## src/rtl/regread_fwd_stage_pkg.sv

```systemverilog
// Shared definitions for the register-read / forwarding stage.
//   - default widths for data, register address, forwarding ports, counters
//   - operand slot indices (rn, rm, rd) used to pack per-source arrays
//   - forwarding priority: port 0 is the youngest in-flight writer and wins
//   - pend_max(): largest count a CNT_W-bit scoreboard counter can hold
package regread_fwd_stage_pkg;

  localparam int DATA_W_DEF  = 32;
  localparam int REG_AW_DEF  = 4;
  localparam int NUM_FWD_DEF = 2;
  localparam int CNT_W_DEF   = 2;

  // Operand slots; rd is read as a source too (e.g. store data, MLA acc).
  localparam int OP_RN   = 0;
  localparam int OP_RM   = 1;
  localparam int OP_RD   = 2;
  localparam int NUM_OPS = 3;

  // Lowest forwarding index = youngest producer = highest priority.
  localparam int FWD_YOUNGEST = 0;

  function automatic int pend_max(input int cnt_w);
    return (1 << cnt_w) - 1;
  endfunction

endpackage

```

## src/rtl/regread_fwd_stage_pend_scoreboard.sv

```systemverilog
// pend_scoreboard: per-register count of issued-but-not-retired writers.
// Ports:
//   clk, reset      clock, synchronous active-high reset (clears all counts)
//   inc_en, inc_a   one issued writer to inc_a
//   dec_en, dec_a   one writer to dec_a retiring (squashed or not)
//   rd_a            NUM_OPS read addresses
//   eff_pend        per read address: count minus a same-cycle retire of it
module pend_scoreboard
  import regread_fwd_stage_pkg::*;
#(
  parameter int REG_AW = REG_AW_DEF,
  parameter int CNT_W  = CNT_W_DEF
) (
  input  logic                             clk,
  input  logic                             reset,
  input  logic                             inc_en,
  input  logic [REG_AW-1:0]                inc_a,
  input  logic                             dec_en,
  input  logic [REG_AW-1:0]                dec_a,
  input  logic [NUM_OPS-1:0][REG_AW-1:0]   rd_a,
  output logic [NUM_OPS-1:0][CNT_W-1:0]    eff_pend
);

  localparam int NREG = 2 ** REG_AW;

  logic [NREG-1:0][CNT_W-1:0] pend;
  logic [NREG-1:0]            inc_vec, dec_vec;

  always_comb begin
    inc_vec = '0;
    dec_vec = '0;
    if (inc_en) inc_vec[inc_a] = 1'b1;
    if (dec_en) dec_vec[dec_a] = 1'b1;
  end

  // inc+dec on the same register cancel; a stray retire at 0 is held at 0.
  always_ff @(posedge clk) begin
    if (reset) begin
      pend <= '0;
    end else begin
      for (int r = 0; r < NREG; r++) begin
        if (inc_vec[r] && !dec_vec[r])
          pend[r] <= pend[r] + 1'b1;
        else if (!inc_vec[r] && dec_vec[r] && pend[r] != '0)
          pend[r] <= pend[r] - 1'b1;
      end
    end
  end

  // Depends only on state and the retire port, never on inc, so the
  // accept -> inc path in the parent stays loop-free.
  always_comb begin
    for (int s = 0; s < NUM_OPS; s++) begin
      eff_pend[s] = pend[rd_a[s]];
      if (dec_en && dec_a == rd_a[s] && pend[rd_a[s]] != '0)
        eff_pend[s] = pend[rd_a[s]] - 1'b1;
    end
  end

  a_no_retire_at_zero : assert property (@(posedge clk) disable iff (reset)
    !(dec_en && pend[dec_a] == '0));

endmodule

```

## src/rtl/regread_fwd_stage.sv

```systemverilog
// regread_fwd_stage: register-read stage between decode and execute.
// Holds the architectural register file, a pending-writer scoreboard and a
// NUM_FWD-port forwarding mux; stalls decode (in_ready) on unresolved
// operands or scoreboard saturation and emits bubbles downstream.
// Ports:
//   clk, reset                 clock, synchronous active-high reset
//   in_valid / in_ready        decode handshake (in_ready is combinational)
//   rn_a, rm_a, rd_a, uses_*   source addresses and their read enables
//   dest_we                    instruction writes rd_a
//   flush, stall_in            kill / downstream hold
//   fwd_busy/valid/a/d         in-flight writers, port 0 youngest
//   ret_valid/we/a/d           retire port (writes register file)
//   out_valid, rn_d, rm_d, rd_d, out_rd_a, out_dest_we   output register
module regread_fwd_stage
  import regread_fwd_stage_pkg::*;
#(
  parameter int DATA_W  = DATA_W_DEF,
  parameter int REG_AW  = REG_AW_DEF,
  parameter int NUM_FWD = NUM_FWD_DEF,
  parameter int CNT_W   = CNT_W_DEF
) (
  input  logic                      clk,
  input  logic                      reset,
  input  logic                      in_valid,
  output logic                      in_ready,
  input  logic [REG_AW-1:0]         rn_a,
  input  logic [REG_AW-1:0]         rm_a,
  input  logic [REG_AW-1:0]         rd_a,
  input  logic                      uses_rn,
  input  logic                      uses_rm,
  input  logic                      uses_rd,
  input  logic                      dest_we,
  input  logic                      flush,
  input  logic                      stall_in,
  input  logic [NUM_FWD-1:0]        fwd_busy,
  input  logic [NUM_FWD-1:0]        fwd_valid,
  input  logic [NUM_FWD*REG_AW-1:0] fwd_a,
  input  logic [NUM_FWD*DATA_W-1:0] fwd_d,
  input  logic                      ret_valid,
  input  logic                      ret_we,
  input  logic [REG_AW-1:0]         ret_a,
  input  logic [DATA_W-1:0]         ret_d,
  output logic                      out_valid,
  output logic [DATA_W-1:0]         rn_d,
  output logic [DATA_W-1:0]         rm_d,
  output logic [DATA_W-1:0]         rd_d,
  output logic [REG_AW-1:0]         out_rd_a,
  output logic                      out_dest_we
);

  localparam int NREG = 2 ** REG_AW;
  localparam logic [CNT_W-1:0] PEND_MAX = CNT_W'(pend_max(CNT_W));

  logic [NREG-1:0][DATA_W-1:0]         rf;
  logic [NUM_FWD-1:0][REG_AW-1:0]      fa;
  logic [NUM_FWD-1:0][DATA_W-1:0]      fd;
  logic [NUM_OPS-1:0][REG_AW-1:0]      src_a;
  logic [NUM_OPS-1:0]                  src_use;
  logic [NUM_OPS-1:0][CNT_W-1:0]       eff_pend;
  logic [NUM_OPS-1:0][DATA_W-1:0]      opd;
  logic [NUM_OPS-1:0]                  src_haz;
  logic                                sat_haz, hazard, accept, rf_wr;

  assign fa      = fwd_a;
  assign fd      = fwd_d;
  assign src_a   = {rd_a, rm_a, rn_a};
  assign src_use = {uses_rd, uses_rm, uses_rn};
  assign rf_wr   = ret_valid & ret_we;

  always_ff @(posedge clk) begin
    if (reset)      rf <= '0;
    else if (rf_wr) rf[ret_a] <= ret_d;
  end

  pend_scoreboard #(.REG_AW(REG_AW), .CNT_W(CNT_W)) u_sb (
    .clk      (clk),
    .reset    (reset),
    .inc_en   (accept & dest_we),
    .inc_a    (rd_a),
    .dec_en   (ret_valid),
    .dec_a    (ret_a),
    .rd_a     (src_a),
    .eff_pend (eff_pend)
  );

  // Per source: youngest matching writer wins; if it is not ready yet the
  // source stalls even when an older port already holds a value.
  always_comb begin
    for (int s = 0; s < NUM_OPS; s++) begin
      logic              found, hit_vld;
      logic [DATA_W-1:0] hit_d, rf_val;
      found   = 1'b0;
      hit_vld = 1'b0;
      hit_d   = '0;
      for (int i = 0; i < NUM_FWD; i++) begin
        if (!found && fwd_busy[i] && fa[i] == src_a[s]) begin
          found   = 1'b1;
          hit_vld = fwd_valid[i];
          hit_d   = fd[i];
        end
      end
      rf_val     = (rf_wr && ret_a == src_a[s]) ? ret_d : rf[src_a[s]];
      opd[s]     = (src_use[s] && found) ? hit_d : rf_val;
      src_haz[s] = src_use[s] & (found ? ~hit_vld : (eff_pend[s] != '0));
    end
  end

  // eff_pend already credits a same-cycle retire of rd_a.
  assign sat_haz  = dest_we & (eff_pend[OP_RD] == PEND_MAX);
  assign hazard   = (|src_haz) | sat_haz;
  assign in_ready = ~reset & ~stall_in & ~flush & ~hazard;
  assign accept   = in_valid & in_ready;

  // Output register: reset and flush both clear it; stall holds everything.
  always_ff @(posedge clk) begin
    if (reset || flush) begin
      out_valid   <= 1'b0;
      rn_d        <= '0;
      rm_d        <= '0;
      rd_d        <= '0;
      out_rd_a    <= '0;
      out_dest_we <= 1'b0;
    end else if (!stall_in) begin
      out_valid <= accept;
      if (accept) begin
        rn_d        <= opd[OP_RN];
        rm_d        <= opd[OP_RM];
        rd_d        <= opd[OP_RD];
        out_rd_a    <= rd_a;
        out_dest_we <= dest_we;
      end
    end
  end

endmodule

```

## config.mk

```make
export PLATFORM = sky130hd
export DESIGN_NAME = regread_fwd_stage
export DESIGN_NICKNAME = d
export VERILOG_FILES = /design/src/rtl/regread_fwd_stage_pkg.sv /design/src/rtl/regread_fwd_stage_pend_scoreboard.sv /design/src/rtl/regread_fwd_stage.sv
export SDC_FILE = /design/constraint.sdc
export NUM_CORES = 2
export LEC_CHECK = 0
export CAP_MARGIN = 40
export CORE_MARGIN = 3
export CORE_UTILIZATION = 51
export DETAILED_ROUTE_END_ITERATION = 10
export GPL_TIMING_DRIVEN = 1
export PLACE_DENSITY = 0.7
export SLEW_MARGIN = 30
export SYNTH_ARGS = -nofsm -noshare
export SYNTH_HDL_FRONTEND = slang
export SYNTH_HIERARCHICAL = 1
export SYNTH_SLANG_ARGS = --single-unit
```

## constraint.sdc

```tcl
create_clock -name clk -period 5.5 [get_ports clk]
set_input_delay 0.825 -clock clk [delete_from_list [all_inputs] [get_ports clk]]
set_output_delay 0.825 -clock clk [all_outputs]
set_load 0.005 [all_outputs]
```

PDN straps and rails:
Scale bar: 100 µm. Pins as bars on the die edge. Tap cells in gray.
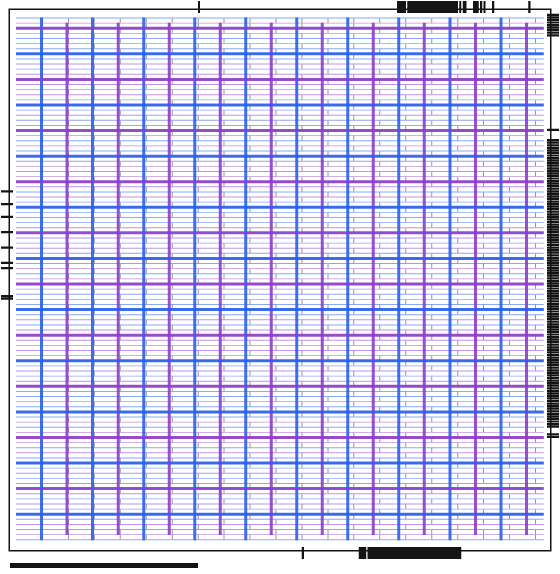
- VSS: blue
- VDD: purple
- met1 rails: 103
- met5 straps: 20
- signal pins: 238
- rows: 102
- met4 straps: 20

Placed cells, one color a class:
Scale bar: 100 µm.
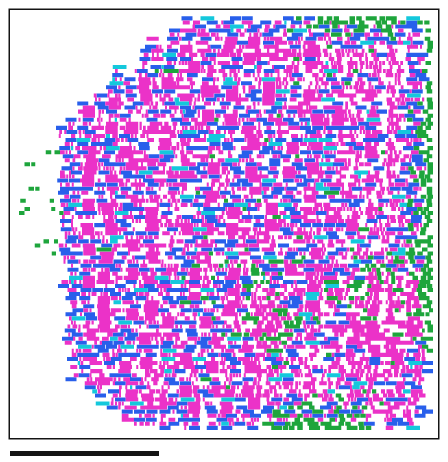
- other buffers and delay cells: green (cells 363)
- clock drivers and dummy loads: cyan (cells 126)
- all other logic: magenta (cells 3,590)
- flip-flops: blue (cells 646)

Clock network drawn from the DEF:
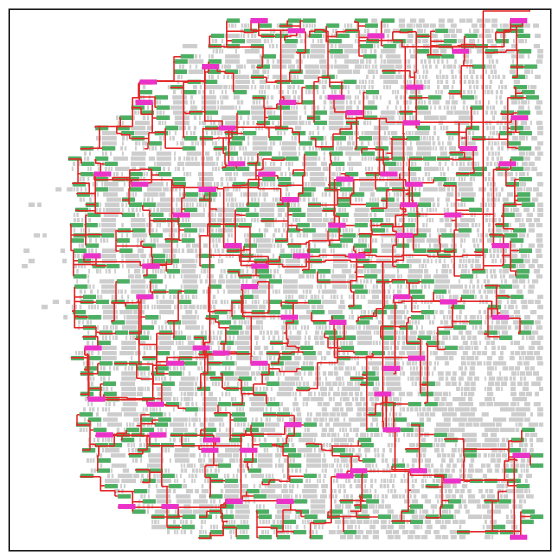
- flip-flops: green (count 646)
- cells driving clock nets: magenta (count 72)
- clock wires: red (length 8,560 µm)
- routed clock nets: 73

==> GITHUB_STEP_SUMMARY <==
### Yosys + OpenROAD results

| Metric | Value |
|---|---|
| Status | completed |
| Slew Viols, Final | 0 |
| Most frequent cells after synthesis | nand2_1 (1,435), dfxtp_1 (646), a21oi_1 (540) |
| Met3 WL | 21.7 mm |
| Power share of the clock group | 44.3% |
| Comb area share | 55.5% |
| Synth top area share | 32.1% |
| Synth mux share | 29.4% |
| Maxcap violations | 0 |
| Flip-flop and latch power | 4.74 mW |
| Dpl hpwl | 92.7 mm |
| Clock buffer cells | 107 |
| Tap cells | 1,040 |
| Fin Clk Skew | 0.0230 ns |
| Seq/total area | 28.2% |
| Logic area | 25,400 µm² |
| Largest net degree at the start of global routing | 212 |
| R2r worst-path depth | 17 |
| WP buf/inv | 3 |
| Share of cells above drive strength 1 | 16.3% |
| Non-CTS inverters | 33 |
| Max reg flops | 512 |
| Yosys top cell by area | dfxtp_1 |
| # Cells Yosys | 4,725 |
| Ports | 238 |
| DIE WIDTH | 287 µm |
| Crit path launch | u_sb/pend[0] |
| RSZ-0062 raised after global routing | no |
| Critical Path Max Stage Delay | 0.55 ns |
| Combinational group power | 1.33 mW |
| Clock slew at reported path FFs | 0.06 ns |
| Crit end category | output port |
| Met2 WL | 65.6 mm |
| Most frequent cells in the layout | nand2_1 (1,434), dfxtp_1 (646), a21oi_1 (540) |
| Root Buffer | clkbuf_16 |
| Clk sink count | 646 |
| Post-placement cell area | 43,300 µm² |
Wiring by layer:
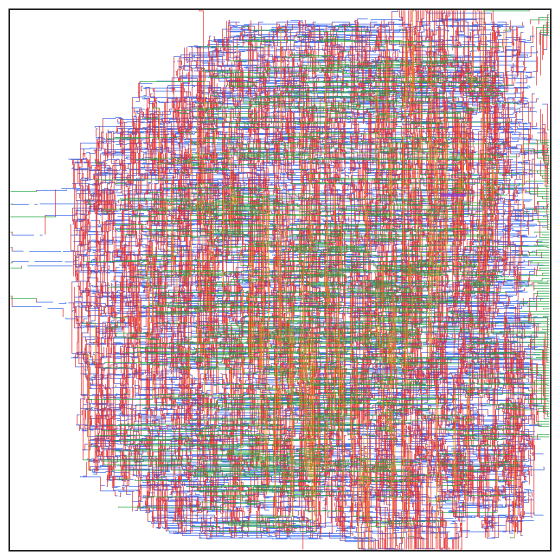
- met3: green (wire length 21.7 mm)
- met1: blue (wire length 55.0 mm)
- met5: purple (wire length 12.0 µm)
- met2: red (wire length 65.6 mm)
- met4: orange (wire length 7,160 µm)
via count: 38,300
Routed WL: 149 mm
WL per Instance: 25.9 µm
GRT Util Overall: 35.5%

Routing congestion:
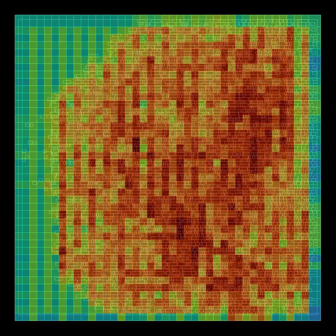
grt met2 use: 54.2%
met1 Use GR: 47.1%
global routing's busiest layer: met2
Util after Layout: 58.9%
grt met3 use: 10.2%

Power is estimated from default activity; no workload was simulated.
